## config.mk

```make
export PLATFORM = sky130hd
export DESIGN_NAME = phy_tx_striper_flat
export DESIGN_NICKNAME = d
export VERILOG_FILES = /design/src/rtl/phy_tx_striper_if.sv /design/src/rtl/phy_tx_striper.sv /design/src/flat_wrapper.sv
export SDC_FILE = /design/constraint.sdc
export NUM_CORES = 1
export LEC_CHECK = 0
export CAP_MARGIN = 20
export CELL_PAD_IN_SITES_DETAIL_PLACEMENT = 0
export CELL_PAD_IN_SITES_GLOBAL_PLACEMENT = 1
export CORE_MARGIN = 2
export CORE_UTILIZATION = 45
export DETAILED_ROUTE_END_ITERATION = 12
export MAX_ROUTING_LAYER = met4
export PLACE_DENSITY_LB_ADDON = 0.2
export SETUP_SLACK_MARGIN = 0.05
export SKIP_LAST_GASP = 1
export SYNTH_ARGS = -nofsm -noshare
export SYNTH_HDL_FRONTEND = slang
export SYNTH_SLANG_ARGS = --single-unit
```

## constraint.sdc

```tcl
create_clock -name clk_4f -period 2.1 [get_ports clk_4f]
set_input_delay 0.21 -clock clk_4f [delete_from_list [all_inputs] [get_ports clk_4f]]
set_output_delay 0.21 -clock clk_4f [all_outputs]
set_load 0.05 [all_outputs]
```

## src/rtl/phy_tx_striper_if.sv

```systemverilog
// Handshake and data bundle for the PCIe TX lane striper.
// master drives words in and observes lanes; slave is the striper itself.
interface phy_tx_striper_if #(
   parameter int unsigned WORD_W = 32,
   parameter int unsigned SYM_W  = 8,
   parameter int unsigned LANES  = 2
);
   logic [WORD_W-1:0]       data_input;
   logic                    valid;
   logic                    active;
   logic                    ready;
   logic [LANES*SYM_W-1:0]  data_out;
   logic [LANES-1:0]        valid_out;
   logic [WORD_W-1:0]       recirc_data;
   logic                    recirc_valid;

   modport master (
      output data_input, valid, active,
      input  ready, data_out, valid_out, recirc_data, recirc_valid
   );

   modport slave (
      input  data_input, valid, active,
      output ready, data_out, valid_out, recirc_data, recirc_valid
   );
endinterface

```

## src/rtl/phy_tx_striper.sv

```systemverilog
// Parametrised TX striper: words are dealt round-robin to LANES holding registers,
// each lane serialises its word MS symbol first. With the link inactive, words go
// to the recirculation port instead.
module phy_tx_striper #(
   parameter int unsigned      WORD_W   = 32,
   parameter int unsigned      SYM_W    = 8,
   parameter int unsigned      LANES    = 2,
   parameter logic [SYM_W-1:0] IDLE_SYM = 8'hBC
) (
   input logic               clk_4f,
   input logic               reset,
   phy_tx_striper_if.slave   bus
);

   localparam int unsigned RATIO = WORD_W / SYM_W;
   localparam int unsigned CNT_W = $clog2(RATIO);
   localparam int unsigned PTR_W = (LANES > 1) ? $clog2(LANES) : 1;
   localparam logic [CNT_W-1:0] CNT_LAST = CNT_W'(RATIO - 1);
   localparam logic [PTR_W-1:0] PTR_LAST = PTR_W'(LANES - 1);

   typedef enum logic [0:0] {StIdle, StSend} lane_state_e;

   logic [PTR_W-1:0] lane_ptr_q, lane_ptr_d;
   logic [LANES-1:0] hold_full;
   logic             accept;
   logic [WORD_W-1:0] recirc_data_q;
   logic              recirc_valid_q;

   // No bypass: a full holding register blocks the lane even if it drains this edge.
   assign bus.ready = ~hold_full[lane_ptr_q];
   assign accept    = bus.valid & bus.active & bus.ready;

   // Round-robin pointer advances only on a striping accept.
   always_comb begin
      lane_ptr_d = lane_ptr_q;
      if (accept) begin
         lane_ptr_d = (lane_ptr_q == PTR_LAST) ? '0 : lane_ptr_q + 1'b1;
      end
   end

   // Lane pointer state.
   always_ff @(posedge clk_4f or negedge reset) begin
      if (!reset) begin
         lane_ptr_q <= '0;
      end else begin
         lane_ptr_q <= lane_ptr_d;
      end
   end

   // Recirculation path: independent of ready and of the lanes.
   always_ff @(posedge clk_4f or negedge reset) begin
      if (!reset) begin
         recirc_data_q  <= '0;
         recirc_valid_q <= 1'b0;
      end else if (bus.valid && !bus.active) begin
         recirc_data_q  <= bus.data_input;
         recirc_valid_q <= 1'b1;
      end else begin
         recirc_valid_q <= 1'b0;
      end
   end

   assign bus.recirc_data  = recirc_data_q;
   assign bus.recirc_valid = recirc_valid_q;

   for (genvar i = 0; i < LANES; i++) begin : g_lane
      logic              hold_full_q;
      logic [WORD_W-1:0] hold_q;
      logic [WORD_W-1:0] sr_q, sr_d;
      logic [SYM_W-1:0]  sym_q, sym_d;
      logic              vld_q, vld_d;
      logic [CNT_W-1:0]  cnt_q, cnt_d;
      lane_state_e       state_q, state_d;
      logic              load;
      logic              take;

      assign take = accept & (lane_ptr_q == PTR_W'(i));

      // Holding register; take and load never coincide because ready needs it empty.
      always_ff @(posedge clk_4f or negedge reset) begin
         if (!reset) begin
            hold_q      <= '0;
            hold_full_q <= 1'b0;
         end else if (take) begin
            hold_q      <= bus.data_input;
            hold_full_q <= 1'b1;
         end else if (load) begin
            hold_full_q <= 1'b0;
         end
      end

      // Serialiser next state: sr holds the symbols still to be emitted, MS first.
      always_comb begin
         state_d = state_q;
         cnt_d   = cnt_q;
         sr_d    = sr_q;
         sym_d   = sym_q;
         vld_d   = vld_q;
         load    = 1'b0;
         unique case (state_q)
            StIdle: begin
               if (hold_full_q) begin
                  load = 1'b1;
               end else begin
                  sym_d = IDLE_SYM;
                  vld_d = 1'b0;
               end
            end
            StSend: begin
               if (cnt_q == CNT_LAST) begin
                  if (hold_full_q) begin
                     load = 1'b1;
                  end else begin
                     state_d = StIdle;
                     sym_d   = IDLE_SYM;
                     vld_d   = 1'b0;
                  end
               end else begin
                  sym_d = sr_q[WORD_W-1 -: SYM_W];
                  sr_d  = sr_q << SYM_W;
                  cnt_d = cnt_q + 1'b1;
               end
            end
            default: state_d = StIdle;
         endcase
         // Back-to-back load emits symbol 0 of the next word with no gap.
         if (load) begin
            sym_d   = hold_q[WORD_W-1 -: SYM_W];
            sr_d    = hold_q << SYM_W;
            vld_d   = 1'b1;
            cnt_d   = '0;
            state_d = StSend;
         end
      end

      // Serialiser state and registered lane outputs.
      always_ff @(posedge clk_4f or negedge reset) begin
         if (!reset) begin
            state_q <= StIdle;
            cnt_q   <= '0;
            sr_q    <= '0;
            sym_q   <= IDLE_SYM;
            vld_q   <= 1'b0;
         end else begin
            state_q <= state_d;
            cnt_q   <= cnt_d;
            sr_q    <= sr_d;
            sym_q   <= sym_d;
            vld_q   <= vld_d;
         end
      end

      assign hold_full[i]                    = hold_full_q;
      assign bus.data_out[i*SYM_W +: SYM_W]  = sym_q;
      assign bus.valid_out[i]                = vld_q;
   end

endmodule

```

## src/flat_wrapper.sv

```systemverilog
// flat-port wrapper written by rule: the top's interface ports become plain ports
module phy_tx_striper_flat 
#(
   parameter int unsigned      WORD_W   = 32,
   parameter int unsigned      SYM_W    = 8,
   parameter int unsigned      LANES    = 2,
   parameter logic [SYM_W-1:0] IDLE_SYM = 8'hBC
)
  (clk_4f, reset, bus_data_input, bus_valid, bus_active, bus_ready, bus_data_out, bus_valid_out, bus_recirc_data, bus_recirc_valid);
  phy_tx_striper_if #(.WORD_W(WORD_W), .SYM_W(SYM_W), .LANES(LANES)) bus_i ();
  input logic clk_4f;
  input logic reset;
  input wire logic [$bits(bus_i.data_input)-1:0] bus_data_input;
  input wire logic [$bits(bus_i.valid)-1:0] bus_valid;
  input wire logic [$bits(bus_i.active)-1:0] bus_active;
  output wire logic [$bits(bus_i.ready)-1:0] bus_ready;
  output wire logic [$bits(bus_i.data_out)-1:0] bus_data_out;
  output wire logic [$bits(bus_i.valid_out)-1:0] bus_valid_out;
  output wire logic [$bits(bus_i.recirc_data)-1:0] bus_recirc_data;
  output wire logic [$bits(bus_i.recirc_valid)-1:0] bus_recirc_valid;
  assign bus_i.data_input = bus_data_input;
  assign bus_i.valid = bus_valid;
  assign bus_i.active = bus_active;
  assign bus_ready = bus_i.ready;
  assign bus_data_out = bus_i.data_out;
  assign bus_valid_out = bus_i.valid_out;
  assign bus_recirc_data = bus_i.recirc_data;
  assign bus_recirc_valid = bus_i.recirc_valid;
  phy_tx_striper #(.WORD_W(WORD_W), .SYM_W(SYM_W), .LANES(LANES), .IDLE_SYM(IDLE_SYM)) u_core (.clk_4f(clk_4f), .reset(reset), .bus(bus_i));
endmodule
```

Fig. 1: floorplan with the power grid
Bar = 50 um. Pins as bars on the die edge. Tap cells in grey.
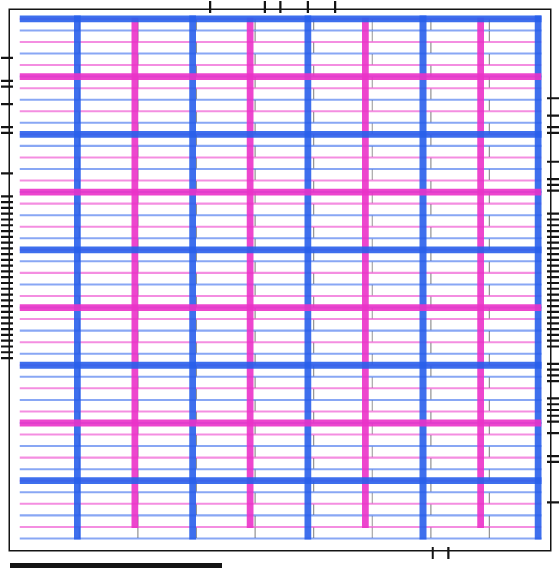
- VSS: blue
- VDD: magenta
- met5 straps: 9
- met1 rails: 46
- tap cells: 188
- met4 straps: 9
- signal pins: 88
area of the core: 15000 sq um
Die Span Y: 127 um

Fig. 2: cell classes on the final placement
Fill, decap, tap and diode cells in grey.
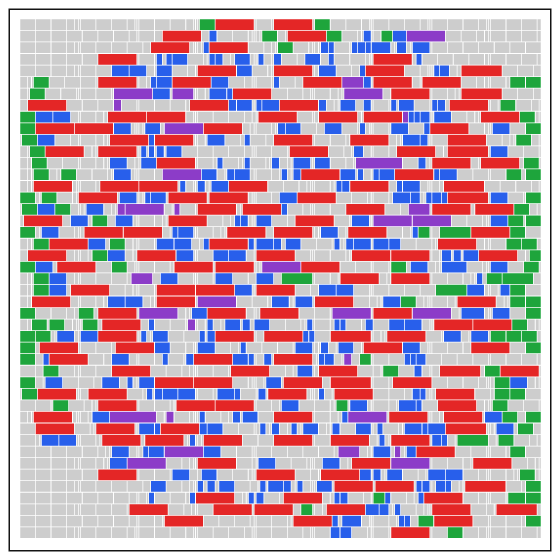
- remaining logic cells: blue (cells 307; share of their area 28%)
- sequential cells: red (cells 172; share of their area 52%)
- clock drivers and dummy loads: purple (cells 32; share of their area 7.1%)
- remaining buffers and delay cells: green (cells 99; share of their area 12%)

Fig. 3: placed standard cells
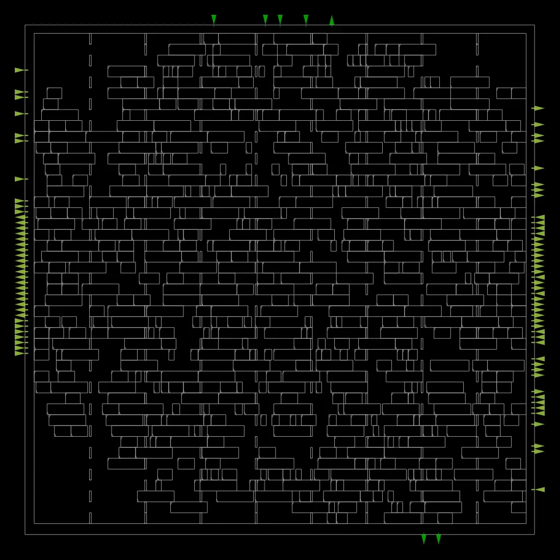
sequential cell area share: 0.508
n_taps: 188
fin util: 0.566
fill count: 1226
FP Rows: 45

==> run notes <==
impl run done, here's what came out: # H-tree levels=4, Seq cells=~170, Commonest Layout Cell=dfrtp_1, Synth Area per Inst=approximately 13 sq um, CP peak stage delay=0.83 ns, combinational gate area=2290 sq um, yosys synthesis chip area=between 6000 and 7000 sq um, crit start category=register, Net Sw Power=about 4500 uW, most frequent cell after synthesis=dfrtp_1, Critical Path Source=u_core.g_lane[1].sym_q[7], max_cap viols=0, Pint=between 8000 and 9000 uW, status=completed, top cells by area=dfrtp_1, mux2_2, mux2i_1, Synth flops=between 150 and 200, first-pass GRT wire length=24400 um, Achievable Freq=508 MHz, Basic Gates by Area=0.0634, number of non-clock buffers in the layout=roughly 100, placer congestion estimate=0.772, fin crit period=about 2 ns, worst hold margin=roughly 0.24 ns, Net Sw Frac=0.347, yosys warns=0, Worst setup endpoint=bus_data_out[15], pre-CTS WS=~0.33 ns, syn_nets=about 550, most frequent cells in the layout=dfrtp_1, mux2_2, clkdlybuf4s50_1, worst-margin pin slew=~0.66 ns, combinational fraction of the cell area=0.269, CP max stage cell=clkdlybuf4s50_1, Placed Area=approximately 7900 sq um, Nets=635, sequential power=5370 uW, top cells by count, synth=dfrtp_1, mux2_2, nand2_1, largest net degree at the start of global routing=around 65, Combinational Power Share=0.342, tool warnings=26, DRC viols=0, area leader, netlist=dfrtp_1, CTS root buffer=clkbuf_16, Setup Skew=0.00655 ns, port buffer count=87, Post-synth EDFFs=0, reg2reg start=u_core.g_lane[1].cnt_q[0], Main logic family=multiplexers, area grow syn2layout=24.5%, cycle use final=0.938, number of multi-input logic gates=~300, Worst Path Arrival=around 1.8 ns, FP Util=0.454, First-pass DRT Iterations=4, R2R cell count=4, Hold-fix buffers, CTS=1, Reg2Reg Setup Slack=0.58 ns, Setup CP Type=reg -> out, CTS tree=done, post-route cell area=about 8500 sq um, Final Setup Violations=0, Worst path depth=1, via count=~4100, worst path required time=roughly 1.9 ns, vias in the first global route=4284, total power=~13000 uW, largest power group=registers, Non-clock inverters=12, Unique cell types=23
Fig. 4: signal metal coverage by tile
The die is cut into 25 by 25 equal tiles; dark blue is low, red is high, scaled to the fullest tile. Values are wire area over tile area, all layers added.
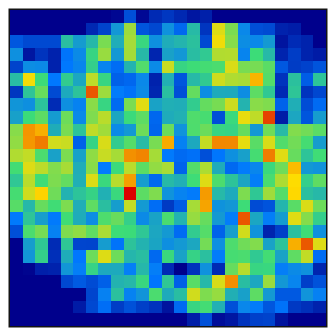
- nearly empty tiles: 10%
- tiles over half the peak: 32%
- emptiest ninth of the die: south-west
WL final: 14800 um
GRT Total Usage: 0.204

Fig. 5: I/O nets highlighted
Bar = 50 um.
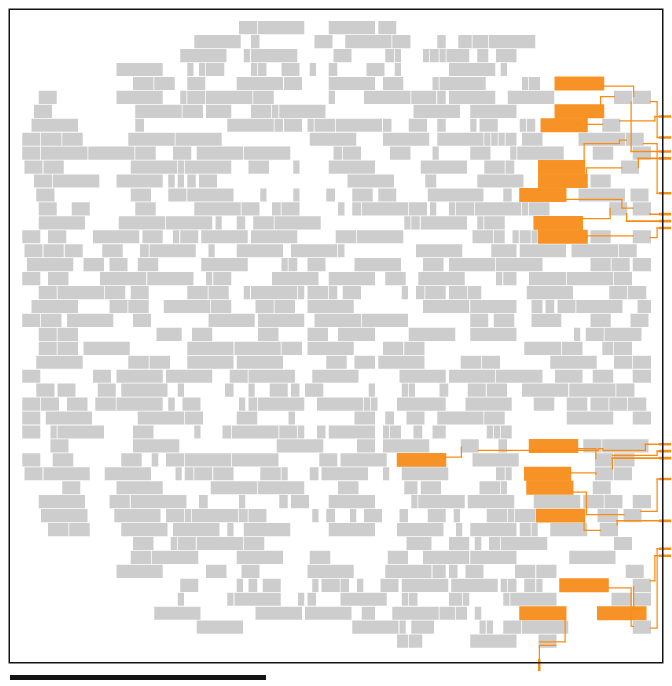
- bus_data_out: orange (direction output; edge 15 east, 1 south; end cells 16; wire 306 um)

[flip-flops by register name, indices dropped and copies added (netlist names)]
| signal | count |
|---|---|
| u_core.g_lane.vld_q | 2 |
| u_core.g_lane.sym_q | 16 |
| u_core.bus.recirc_data | 32 |
| u_core.g_lane.hold_q | 64 |
| u_core.lane_ptr_q | 1 |
| u_core.g_lane.sr_q | 48 |
| u_core.bus.recirc_valid | 1 |
| u_core.g_lane.cnt_q | 4 |
| u_core.g_lane.state_q | 2 |
| u_core.g_lane.hold_full_q | 2 |
[per-layer routing]
layer	vias up	global-route usage	routed length, um
met5	-	-	0
met4	0	0.0724	251
met3	19	0.0406	624
met2	116	0.302	6710
li1	1922	-	-
met1	2062	0.285	7240
Power figures rest on the tool's default switching activity, not on a simulated workload.
